$ cat config.mk
export PLATFORM = sky130hd
export DESIGN_NAME = reg_bank8_nbit
export DESIGN_NICKNAME = d
export VERILOG_FILES = /design/src/rtl/reg_bank8_nbit.sv
export SDC_FILE = /design/constraint.sdc
export NUM_CORES = 1
export LEC_CHECK = 0
export CAP_MARGIN = 20
export CORE_ASPECT_RATIO = 0.6
export CORE_UTILIZATION = 49
export CTS_BUF_LIST = sky130_fd_sc_hd__clkbuf_2 sky130_fd_sc_hd__clkbuf_4 sky130_fd_sc_hd__clkbuf_8
export DETAILED_ROUTE_END_ITERATION = 16
export PLACE_DENSITY = 0.82
export SLEW_MARGIN = 15
export SYNTH_ARGS = -nofsm -noshare
export SYNTH_HDL_FRONTEND = slang
export SYNTH_SLANG_ARGS = --single-unit
$ cat constraint.sdc
create_clock -name Clk -period 4.61 [get_ports Clk]
set_clock_uncertainty 0.1 [all_clocks]
set_input_delay 1.383 -clock Clk [delete_from_list [all_inputs] [get_ports Clk]]
set_output_delay 1.383 -clock Clk [all_outputs]
set_load 0.05 [all_outputs]
$ cat src/rtl/reg_bank8_nbit.sv
// Eight-entry N-bit register bank feeding the 8:1 select mux.
// One write port, one combinational read port with write bypass, and an
// 8-cycle sequenced bulk clear with a BUSY indication. WERR pulses for one
// cycle after every rejected write.
module reg_bank8_nbit #(
  parameter int N       = 8,
  parameter bit ZERO_R0 = 1'b1
) (
  input  logic         Clk,
  input  logic         Rst,
  input  logic         WE,
  input  logic [2:0]   WA,
  input  logic [N-1:0] WD,
  input  logic [2:0]   RA,
  output logic [N-1:0] RD,
  input  logic         CLR,
  output logic         BUSY,
  output logic         WERR,
  output logic [N-1:0] Q00,
  output logic [N-1:0] Q01,
  output logic [N-1:0] Q02,
  output logic [N-1:0] Q03,
  output logic [N-1:0] Q04,
  output logic [N-1:0] Q05,
  output logic [N-1:0] Q06,
  output logic [N-1:0] Q07
);

  typedef enum logic {
    IDLE     = 1'b0,
    CLEARING = 1'b1
  } state_t;

  state_t       state, state_next;
  logic [2:0]   cnt, cnt_next;
  logic [N-1:0] regs [8];
  logic [N-1:0] view [8];
  logic         wr_accept;
  logic         wr_reject;
  logic         r0_discard;
  logic         werr_q;

  // Next-state, clear counter and write accept/reject decode.
  // NOTE: every always_comb output gets a default first so no path can leave
  // it unassigned and infer a latch.
  always_comb begin
    state_next = state;
    cnt_next   = cnt;
    wr_accept  = 1'b0;
    wr_reject  = 1'b0;
    r0_discard = ZERO_R0 && (WA == 3'd0);
    case (state)
      IDLE: begin
        if (CLR) begin
          // A clear request wins over a simultaneous write.
          state_next = CLEARING;
          cnt_next   = 3'd0;
          wr_reject  = WE;
        end else begin
          // Writes to a hardwired R0 vanish silently; they are not errors.
          wr_accept  = WE && !r0_discard;
        end
      end
      CLEARING: begin
        wr_reject = WE;
        if (cnt == 3'd7) begin
          state_next = IDLE;
          cnt_next   = 3'd0;
        end else begin
          cnt_next   = cnt + 3'd1;
        end
      end
      default: begin
        state_next = IDLE;
        cnt_next   = 3'd0;
      end
    endcase
  end

  // State, counter and error-pulse registers; reset has priority.
  // NOTE: sequential state uses non-blocking assignments so every flop
  // samples pre-edge values regardless of block ordering.
  always_ff @(posedge Clk) begin
    if (Rst) begin
      state  <= IDLE;
      cnt    <= 3'd0;
      werr_q <= 1'b0;
    end else begin
      state  <= state_next;
      cnt    <= cnt_next;
      werr_q <= wr_reject;
    end
  end

  // Register array: reset, one entry cleared per CLEARING cycle, or a write.
  // NOTE: the array is reset because a zeroed bank after reset is visible
  // on Q00..Q07; this is a flop array, not an inferred RAM.
  always_ff @(posedge Clk) begin
    if (Rst) begin
      for (int i = 0; i < 8; i++) regs[i] <= '0;
    end else if (state == CLEARING) begin
      regs[cnt] <= '0;
    end else if (wr_accept) begin
      regs[WA] <= WD;
    end
  end

  // Architectural view of the bank: R0 reads as constant zero when hardwired.
  always_comb begin
    for (int i = 0; i < 8; i++) begin
      view[i] = (ZERO_R0 && (i == 0)) ? '0 : regs[i];
    end
  end

  // Read port: forward write data only for a write that will actually land.
  always_comb begin
    RD = view[RA];
    if (wr_accept && (WA == RA)) RD = WD;
  end

  assign BUSY = (state == CLEARING);
  assign WERR = werr_q;
  assign Q00  = view[0];
  assign Q01  = view[1];
  assign Q02  = view[2];
  assign Q03  = view[3];
  assign Q04  = view[4];
  assign Q05  = view[5];
  assign Q06  = view[6];
  assign Q07  = view[7];

endmodule

==> results_dict.tcl <==
# implementation run metrics
set metrics [dict create \
    async_flop_share_pct 0 \
    crit_type "input port to output pin" \
    fp.dieW_um 106 \
    rsz0062_at_grt "false" \
    initial_core_util_pct 51.5 \
    ys.flops 61 \
    hp-start "cnt[0]$_SDFFE_PP0P_" \
    ys_area_um2 3210 \
    layout_min_cycle_time_ns 4.53 \
    hold_path.class "flip-flop to flip-flop" \
    tool_warnings 26 \
    dp_hpwl_um 6150 \
    worstPathArrival_ns 3.05 \
    layout_setup_ws_ns 0.0773 \
    cts_resized 18 \
    endpoint_kind "output pin" \
    clock-sinks 61 \
    hold_viol 0 \
    htree_levels 3 \
    route.detailed.drc 0 \
    clockRootBuffer "clkbuf_8" \
    clk_latency_ns 0.34 \
    setup_viol 0 \
    grt_pass1_vias 2548 \
    antenna_found_initial 0 \
    hold_depth 2 \
    die_h_um 64.7 \
    status "finished clean" \
    top_logic_kind "simple AND/OR/NAND/NOR gates" \
    synth_cells 253 \
    wl_met2_um 4060 \
    top_level_ports 92 \
    ys_cells 253 \
    gp_congestion 0.845 \
    route.met3.wl_um 779 \
    finalCritPeriodShare_pct 98.3 \
    design.die.area_um2 6880 \
    topRoutingLayerUsed "met4" \
    yosysWarnings 0 \
    grt-ovfl-total 0 \
    drt_first_pass_iters 5 \
    grt_max_degree 39 \
    lay_top_count "clkdlybuf4s50_1" \
    required_ns 3.13 \
    worst_hold_slack_ns 0.495 \
    syn_avg_cell_area_um2 12.7 \
    setup_tns_ns 0 \
    area_growth_pct 41.6 \
    cts_setup_buffers 1 \
    antenna_cells 0 \
    drt_iter0_markers 148 \
    clk_pin_slew_ns 0.06 \
    worst-r2r-setup-slack_ns 1.90 \
    layout.nets 375 \
    r2r_cells 5 \
    power_leakage_nw 1.88 \
    timing.fmax_mhz 221 \
    worstMarginPinSlew_ns 0.715 \
    port_buffers 83 \
    num_rows 22 \
    grt_pass1_wl_um 13500 \
    reg2reg_from "BUSY$_SDFF_PP0_" \
    cap_viol_max_count 0 \
    via_per_inst 5.70 \
    edf_count 56 \
    simple_gate_share_pct 19.5 \
    setup.worst_path.end "RD[4]" \
]
==> stage by stage <==
step	total power [mW]	instance area, um^2	instances
after detailed placement	0.948	4220	425
after CTS	1.40	4520	443
after floorplan	0.841	3230	260
final	1.40	4540	443
after global routing	1.45	4540	443
after global placement	0.942	4220	425
==> flip-flops by register name (all words and copies together), names as in the netlist <==
name and count:
BUSY 1, WERR 1, cnt 3, regs 56
==> Yosys cell counts (2+ instances only) <==
cell,count,area [um^2]
nor3_1,2,10.0
a211oi_4,3,60.1
buf_2,4,20.0
buf_4,8,60.1
a21oi_1,5,25.0
nor3b_1,4,30.0
nor2_1,8,30.0
and2_1,21,131
edfxtp_1,56,1680
mux2_2,16,180
nor2b_1,4,25.0
clkbuf_1,12,45.0
a22oi_1,7,52.6
o21ai_1,2,10.0
o21ai_0,7,35.0
nand2_1,13,48.8
a21o_1,4,30.0
nand3_1,4,20.0
and3_1,35,219
mux4_2,8,180
nand3b_1,3,22.5
ha_1,2,25.0
and4_1,3,26.3
dfxtp_1,5,100
xnor2_1,3,26.3
or2_1,3,18.8
==> layout make-up <==
cell class,instances,area [um^2],area share [%]
multi-input combinational,173,1350,29.7
sequential,61,1780,39.3
tap,84,105,2.32
inverter,1,3.75,0.0827
clock buffer,9,124,2.73
clock inverter,6,55.1,1.21
timing repair buffer,109,1120,24.6
==> where the power goes <==
group          total (mW)  leakage, nW  switching, mW  internal, mW
combinational       0.315         1.17          0.198         0.117
sequential          0.639        0.619         0.0148         0.624
clock               0.443       0.0899          0.203         0.241
total                1.40         1.88          0.415         0.982
==> worst max-delay path, cell delays in order <==
cell and delay [ns]:
clkdlybuf4s15_1 0.27, bufbuf_16 0.30, mux4_2 0.49, nand2_1 0.08, nand3_1 0.07, mux2_2 0.30, buf_6 0.16
Figure 1. Sequential cells coloured by netlist name.
Scale: 6 px per um. Other sequential cells in the stronger grey, the rest of the logic in the fainter grey.
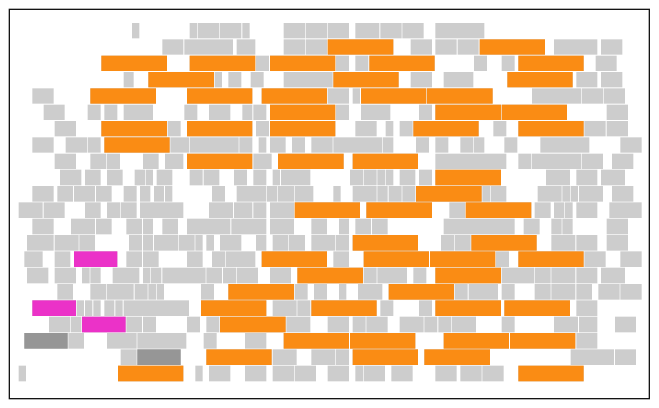
- magenta: `cnt` (sequential cells 3)
- orange: `regs` (sequential cells 56)
Final Core Density: 72.9%
flop share of the area: 39.3%
Flop area: 1780 um^2

Figure 2. M1 wires.
Scale: 3 px per um.
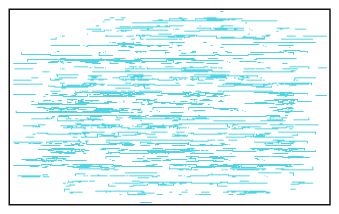
- share of all routed wire: 42%
- wire length on this layer: 3,630 um
- nets with wire on the layer: 324
- longest straight run: 38.6 um
Global Route met1 Usage: 36.3%
routed vias: 2,526
drt total wl: 8600 um

Figure 3. Layout detail.
Window x 67 to 92, y 36 to 61 um. Cells in grey, sequential cells in the stronger grey; small squares are vias.
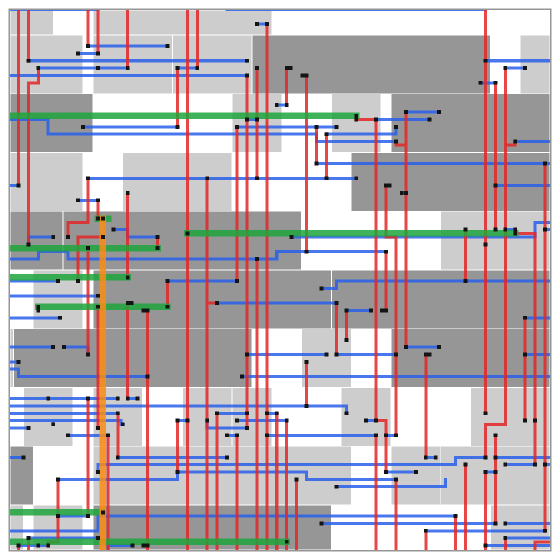
- green: metal 3
- red: metal 2
- blue: metal 1
- orange: metal 4
- netlist names of flops here include: `regs` (9)
- sequential cells in the window: 9
- most frequent: edfxtp_1 (9), and2_1 (6)
- cells with their middle in the window: 29

Figure 4. Routing congestion.
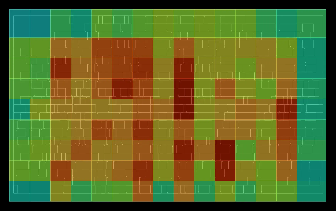
grt met3 use: 7.34%
gr busiest metal: met2
M2 GR Usage: 43.1%
overall routing resource usage: 27.0%
Routed wire per std cell: 19.4 um

Power is estimated from default activity; no workload was simulated.
